[config.mk]
export PLATFORM = sky130hd
export DESIGN_NAME = gate_unit_pipe
export DESIGN_NICKNAME = d
export VERILOG_FILES = /design/src/rtl/gate_unit_pipe.sv
export SDC_FILE = /design/constraint.sdc
export NUM_CORES = 1
export LEC_CHECK = 0
export CAP_MARGIN = 15
export CELL_PAD_IN_SITES_DETAIL_PLACEMENT = 0
export CELL_PAD_IN_SITES_GLOBAL_PLACEMENT = 1
export CORE_UTILIZATION = 52
export DETAILED_ROUTE_END_ITERATION = 10
export DONT_BUFFER_PORTS = 1
export GPL_ROUTABILITY_DRIVEN = 0
export GPL_TIMING_DRIVEN = 0
export HOLD_SLACK_MARGIN = 0.15
export PLACE_DENSITY_LB_ADDON = 0.1
export SYNTH_ARGS = -nofsm -noshare
export SYNTH_HDL_FRONTEND = slang
export SYNTH_SLANG_ARGS = --single-unit
[constraint.sdc]
create_clock -name clk -period 4.8 [get_ports clk]
set_input_delay 0.96 -clock clk [delete_from_list [all_inputs] [get_ports clk]]
set_output_delay 0.96 -clock clk [all_outputs]
set_load 0.005 [all_outputs]
[src/rtl/gate_unit_pipe.sv]
// Logic-gate evaluator with a 2-entry in-order result buffer.
// Bitwise or reduction results, illegal-op flagging, saturating done counter.
module gate_unit_pipe #(
  parameter int WIDTH = 8,
  parameter int CNT_W = 16
) (
  input  logic             clk,
  input  logic             rst,
  input  logic             in_valid,
  output logic             in_ready,
  input  logic [WIDTH-1:0] a,
  input  logic [WIDTH-1:0] b,
  input  logic [2:0]       op,
  input  logic             mode,
  output logic             out_valid,
  input  logic             out_ready,
  output logic [WIDTH-1:0] c,
  output logic             op_err,
  output logic [CNT_W-1:0] done_count
);

  logic [WIDTH-1:0] r;
  logic [WIDTH-1:0] res;
  logic             err;

  always_comb begin
    r   = '0;
    err = 1'b0;
    unique case (1'b1)
      (op == 3'd0): r = a & b;
      (op == 3'd1): r = a | b;
      (op == 3'd2): r = ~(a & b);
      (op == 3'd3): r = ~(a | b);
      (op == 3'd4): r = a ^ b;
      (op == 3'd5): r = ~(a ^ b);
      default:      err = 1'b1;
    endcase
  end

  always_comb begin
    res = '0;
    if (!err) begin
      if (mode) begin
        res[0] = |r;
        res[1] = &r;
      end else begin
        res = r;
      end
    end
  end

  // Each slot stores {result, error flag}
  logic [WIDTH:0] mem [2];
  logic           rd_ptr;
  logic           wr_ptr;
  logic [1:0]     count;
  logic           push;
  logic           pop;

  assign in_ready  = !rst && (count != 2'd2);
  assign out_valid = (count != 2'd0);
  assign push      = in_valid && in_ready;
  assign pop       = out_valid && out_ready;
  assign c         = mem[rd_ptr][WIDTH:1];
  assign op_err    = mem[rd_ptr][0];

  always_ff @(posedge clk or posedge rst) begin
    if (rst) begin
      mem[0] <= '0;
      mem[1] <= '0;
      rd_ptr <= 1'b0;
      wr_ptr <= 1'b0;
      count  <= 2'd0;
    end else begin
      if (push) begin
        mem[wr_ptr] <= {res, err};
        wr_ptr      <= ~wr_ptr;
      end
      if (pop) begin
        rd_ptr <= ~rd_ptr;
      end
      count <= count + {1'b0, push} - {1'b0, pop};
    end
  end

  always_ff @(posedge clk or posedge rst) begin
    if (rst) begin
      done_count <= '0;
    end else if (pop && (done_count != {CNT_W{1'b1}})) begin
      done_count <= done_count + 1'b1;
    end
  end

endmodule

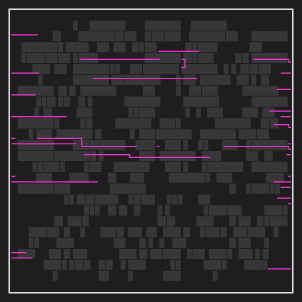
(run_1/m3.png)
(4 px per µm) Cells faint in the background.
longest straight run = 25.8 µm
share of all routed wire = 5.9%
main direction = horizontal
wire length on this layer = 258 µm
Routed Wire Length: 4410 µm
met3 Track Usage GR: 0.0678
via count: 1,687

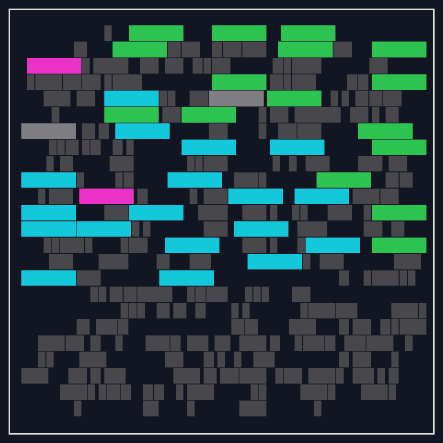
(run_1/ff_map.png)
(6 px per µm) Other sequential cells in the stronger grey, the rest of the logic in the fainter grey.
magenta -> `count`  # flops 2
green -> `done_count`  # flops 16
cyan -> `mem`  # flops 18
not coloured = 2

==> out/metrics.yaml, run 1 <==
largest_reg_flops: 18
post-dp-hpwl_um: 3260
most_common_cell: "nand2_1"
pin_count: 51
rsz0062_at_grt: "false"
p_comb_frac: 0.333
tool_warnings: 34
regArea_um2: 951
placed_cell_area_mm2: 0.00250
min_to: "mem[15]"
drc: 6
worst_r2r_path_depth: 7
top_cell_area_share: 0.390
clock_power_share: 0.186
die_x_um: 70.5
cts.sinks: 38
n_fill_cell: 401
dominant_cells: "combinational gates"
dieArea_mm2: 0.00497
core_area_mm2: 0.00444
crit_type: "reg -> out"
dr_wl_met3_um: 258
fp_util: 0.549
worst_slew_pin_slew_ns: 0.781
crit-reg2reg-launch: "done_count[0]"
powerSeq_mw: 0.521
met2_usage: 0.306
path_clk_slew_ns: 0.07
grt-ovfl-total: 0
htree_levels: 2
startpoint: "rd_ptr"
hold_class: "reg -> reg"
outcome: "finished, violations left"
cts_setup_buffers: 0
period_needed_ns: 2.48
path_cells: "clkbuf_1 -> mux2_2"
setup_viol: 0
post-place-cells: 303
logic_area_mm2: 0.00136
grt_pass1_wl_um: 7720
diodes: 0
endpoint: "c[1]"
flop-count: 38
syn_nets: 294
ys_chip_area_mm2: 0.00244
arrival_ns: 1.52
internal_power_mw: 0.708
finalHoldViolCount: 0
violations: "design-rule violations"
ff_type: "dfrtp_1"
vdd.ir_drop.worst_uv: 287
largestRegisters: "mem (18), done_count (16), count (2)"
dp_slack_ns: 2.27
syn2layout_area_growth_pct: 5.80
nMultiInputCombCells: 183
yosys_warnings: 0
dieHeight_um: 70.5
synthAoiAreaFrac: 0.0887
swShare: 0.347
r2r_slack_ns: 2.76
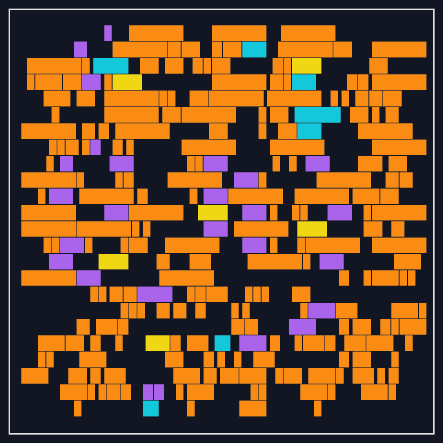
(run_1/sizing.png)
(6 px per µm)
purple -> x2  # cells 26, share 10%, most used mux2_2
orange -> x1 and smaller  # cells 219, share 85%, most used nand2_1
yellow -> x6 and larger  # cells 6, share 2.3%, most used clkbuf_8
cyan -> x3 and x4  # cells 7, share 2.7%, most used buf_4
Design Area, Final: 0.00258 mm²
nonclk buf count: 8

--- run 2 (diff from run 1) ---
--- a/config.mk
+++ b/config.mk
@@ -8,7 +8,7 @@
 export CAP_MARGIN = 15
 export CELL_PAD_IN_SITES_DETAIL_PLACEMENT = 0
 export CELL_PAD_IN_SITES_GLOBAL_PLACEMENT = 1
-export CORE_UTILIZATION = 52
+export CORE_UTILIZATION = 48
 export DETAILED_ROUTE_END_ITERATION = 10
 export DONT_BUFFER_PORTS = 1
 export GPL_ROUTABILITY_DRIVEN = 0
==> constraint.sdc (replaced) <==
create_clock -name clk -period 2.5 [get_ports clk]
set_input_delay 0.5 -clock clk [delete_from_list [all_inputs] [get_ports clk]]
set_output_delay 0.5 -clock clk [all_outputs]
set_load 0.005 [all_outputs]
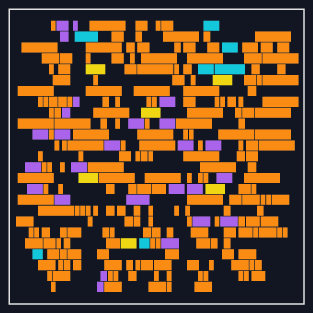
(run_2/sizing.png)
(4 px per µm)
orange -> x1 and smaller  # cells 219, share 85%, most used nand2_1
purple -> x2  # cells 26, share 10%, most used mux2_2
cyan -> x3 and x4  # cells 7, share 2.7%, most used buf_4
yellow -> x6 and larger  # cells 6, share 2.3%, most used clkbuf_8
post-route setup slack: 0.484 ns
Area Growth Syn to Fin: 6.56%

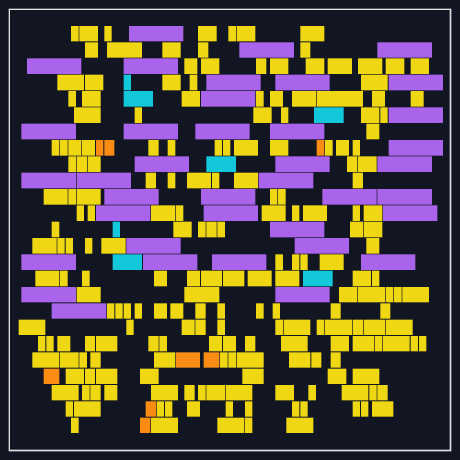
(run_2/class_map.png)
(6 px per µm)
purple -> registers  # cells 38, share of their area 38%
orange -> remaining buffers and delay cells  # cells 8, share of their area 1.9%
yellow -> remaining logic cells  # cells 205, share of their area 57%
cyan -> clock drivers and dummy loads  # cells 7, share of their area 3.0%
flop share of the area: 0.366
post-layout util: 0.540
core area: 0.00482 mm²
Rows: 25
Design Area, Final: 0.00260 mm²

==> run 2 against run 1 <==
  * The flow now finishes without violations
  * Synthesized cell count unchanged
  * Register-to-register slack got worse by 2.3 ns
  * Clock skew grew 0.0026 ns
  * Count of clock-buffer cells in the layout unchanged
  * Clock power grew 93%
  * Largest power group unchanged
  * Critical endpoint is now done_count[11]
  * Global-route usage fell by 1.5 points
  * Final area grew 0.73%
  * Setup slack worse by 1.8 ns
  * Sequential power grew 92%
==> out/metrics.yaml, run 2 <==
p_sw_mw: 0.729
top_cell_area_share: 0.390
clock_latency_ns: 0.29
most_common_cell: "nand2_1"
startpoint: "done_count[0]"
dp_slack_ns: 0.423
worst_slew_pin_slew_ns: 0.783
arrival_ns: 2.19
dominant_cells: "combinational gates"
regArea_um2: 951
fp_util: 0.506
tool_warnings: 34
outcome: "complete, no violations"
first_global_vias: 1570
worst_r2r_path_depth: 7
endpoint: "done_count[11]"
top_cells_by_area: "dfrtp_1 (39%), ha_1 (9.7%), xnor2_1 (8.6%), mux2_2 (6.9%), nand2_1 (6.2%)"
wl_met1_um: 2210
swShare: 0.349
p_comb_frac: 0.333
setup_viol: 0
htree_levels: 2
grt-ovfl-total: 0
r2r_slack_ns: 0.48
slew_headroom: 0.477
placed_cell_area_mm2: 0.00252
startpoint_type: "flop"
ys_chip_area_mm2: 0.00244
path_cells: "ha_1 -> and3_1 -> and3_1 -> and4_4 -> nor4_4 -> nand4_1 -> xnor2_1"
dr_wl_met3_um: 192
flop-count: 38
post-dp-hpwl_um: 3340
die_x_um: 73.3
period_needed_ns: 2.02
syn_nets: 294
synthAoiAreaFrac: 0.0887
cts_setup_buffers: 0
ys.flops: 38
dieHeight_um: 73.3
vdd.ir_drop.worst_uv: 499
logic_area_mm2: 0.00136
grt.met3_usage: 0.0466
ff_type: "dfrtp_1"
post-place-cells: 318
met2_usage: 0.273
wirelength_um: 4470
cts.sinks: 38
hold_class: "in -> async"
crit-reg2reg-launch: "done_count[0]"
internal_power_mw: 1.36
n_fill_cell: 480
netlist_instances: 251
drc: 0
pin_count: 51
grtUsageMet1: 0.263
pg_clk_mw: 0.390
path_clk_slew_ns: 0.07
diodes: 0
layout_top_cells: "nand2_1 (40), dfrtp_1 (38), xnor2_1 (24), inv_1 (21), ha_1 (19)"
nMultiInputCombCells: 183
yosys_warnings: 0
dieArea_mm2: 0.00537
largest_reg_flops: 18
whs_ns: 0.239
rsz0062_at_grt: "false"
finalSetupTns_ns: 0
largestRegisters: "mem (18), done_count (16), count (2)"
n_all_buffers: 8
clock_skew_ns: 0.00428
via_count: 1668
crit_type: "reg -> reg"
powerSeq_mw: 1.00
finalHoldViolCount: 0
max_freq_ghz: 0.496
drv_slew: 0
syn_area_mm2: 0.00244
clock_power_share: 0.187
top_cells_by_count: "nand2_1 (40), dfrtp_1 (38), xnor2_1 (24)"
grt_pass1_wl_um: 7470
power_leader: "registers"
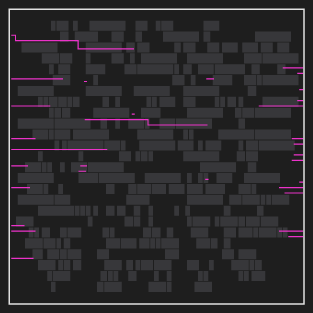
(run_2/m3.png)
(4 px per µm) Cells faint in the background.
nets with wire on the layer = 26
main direction = horizontal

--- run 3 (diff from run 2) ---
==> constraint.sdc (replaced) <==
create_clock -name clk -period 1.9 [get_ports clk]
set_input_delay 0.38 -clock clk [delete_from_list [all_inputs] [get_ports clk]]
set_output_delay 0.38 -clock clk [all_outputs]
set_load 0.005 [all_outputs]
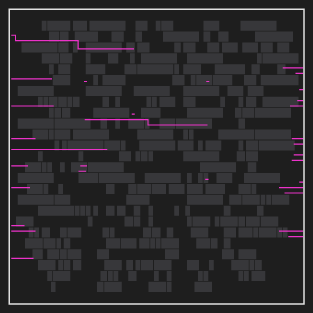
(run_3/m3.png)
(4 px per µm) Cells faint in the background.
wire length on this layer = 182 µm
share of all routed wire = 4.0%
met3 Track Usage GR: 0.0466
Routed Wire Length: 4560 µm
via count: 1,691

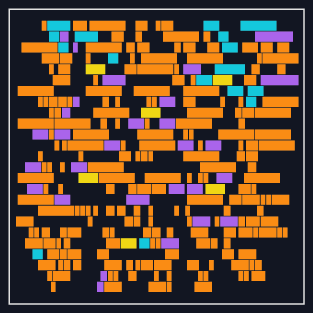
(run_3/sizing.png)
(4 px per µm)
yellow -> x6 and larger  # cells 6, share 2.3%, most used clkbuf_8
purple -> x2  # cells 29, share 11%, most used mux2_2
cyan -> x3 and x4  # cells 16, share 6.1%, most used buf_4
orange -> x1 and smaller  # cells 212, share 81%, most used nand2_1

==> run 3 against run 2 <==
  * Synthesized cell count did not move
  * Setup slack got worse by 0.43 ns
  * Global-route usage did not move
  * Via count increased by 1.4%
  * Largest cell class unchanged
  * Highest routed layer unchanged
==> out/metrics.yaml, run 3 <==
dr_wl_met3_um: 181
ys_chip_area_mm2: 0.00244
drv_slew: 0
dieHeight_um: 73.3
htree_levels: 2
regArea_um2: 953
dieArea_mm2: 0.00537
clock_power_share: 0.181
worst_slew_pin_slew_ns: 0.777
crit_top_cell: "and3_4"
top_cells_by_count: "nand2_1 (40), dfrtp_1 (38), xnor2_1 (24)"
syn_area_mm2: 0.00244
path_clk_slew_ns: 0.07
yosys_warnings: 0
synthAoiAreaFrac: 0.0887
largestRegisters: "mem (18), done_count (16), count (2)"
grt_antenna_before_repair: 0
syn2layout_area_growth_pct: 10.3
p_comb_frac: 0.335
logic_area_mm2: 0.00140
dominant_cells: "combinational gates"
min_to: "mem[11]"
cts.sinks: 38
comb-cell-share: 0.521
netlist_instances: 251
wl_met1_um: 2250
post-place-cells: 318
layout_top_cells: "nand2_1 (40), dfrtp_1 (36), xnor2_1 (23), inv_1 (21), ha_1 (18)"
swShare: 0.348
cts_setup_buffers: 0
hold_class: "in -> reg"
ys_seq_share: 0.390
cp_slowest_cell: "dfrtp_2"
rsz0062_at_grt: "true"
r2r_slack_ns: 0.06
ff_type: "dfrtp_1"
grt_pass1_wl_um: 7480
endpoint: "done_count[9]"
dp_slack_ns: -0.115
worstHoldStart: "mode"
setup_ws_ns: 0.0569
most_common_cell: "nand2_1"
power_leader: "registers"
mux_share: 0.103
largest_reg_flops: 18
powerSeq_mw: 1.38
grtUsageMet1: 0.264
outcome: "complete, no violations"
post-dp-hpwl_um: 3340
p_sw_mw: 0.988
slew_headroom: 0.482
die_x_um: 73.3
core_area_mm2: 0.00482
first_global_vias: 1570
setup_viol: 0
startpoint_type: "flop"
internal_power_mw: 1.85
top_cells_by_area: "dfrtp_1 (39%), ha_1 (9.7%), xnor2_1 (8.6%), mux2_2 (6.9%), nand2_1 (6.2%)"
worst_r2r_path_depth: 7
syn_nets: 294
crit-reg2reg-launch: "done_count[1]"
ys.flops: 38
diodes: 0
vdd.ir_drop.worst_uv: 657
pg_clk_mw: 0.513
stdcell_area_mm2: 0.00269
clock_skew_ns: 0.00292
crit_type: "reg -> reg"
startpoint: "done_count[1]"
placed_cell_area_mm2: 0.00252
pin_count: 51
row_count: 25
clock_latency_ns: 0.28
top_cell_area_share: 0.390
fin_crit_sh: 0.970
fp_util: 0.506
arrival_ns: 2.01
path_cells: "ha_4 -> and3_4 -> and3_4 -> and4_4 -> nor4_4 -> nand2_1 -> xnor2_2"
max_freq_ghz: 0.543
grt-ovfl-total: 0
finalSetupTns_ns: 0
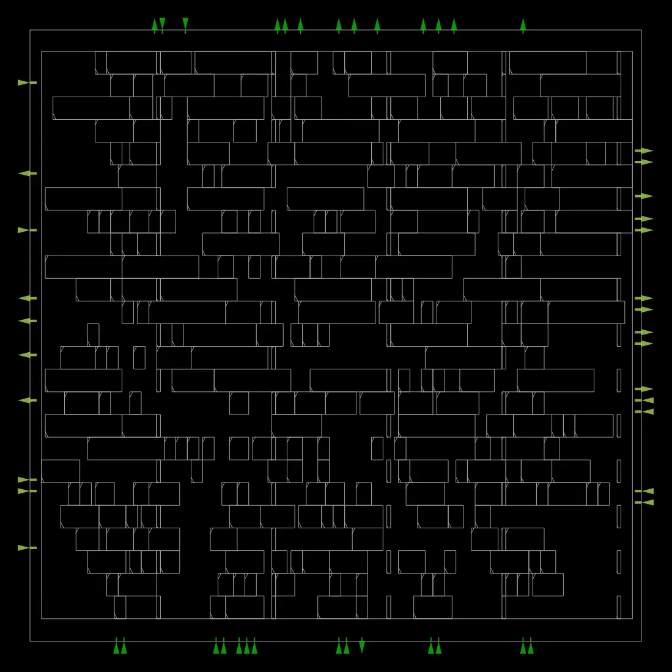
(run_3/placed.png)
FFs & Latches: 38
post-layout util: 0.558
flop share of the area: 0.354
fill count: 467
well tap count: 67

Power figures rest on the tool's default switching activity, not on a simulated workload.
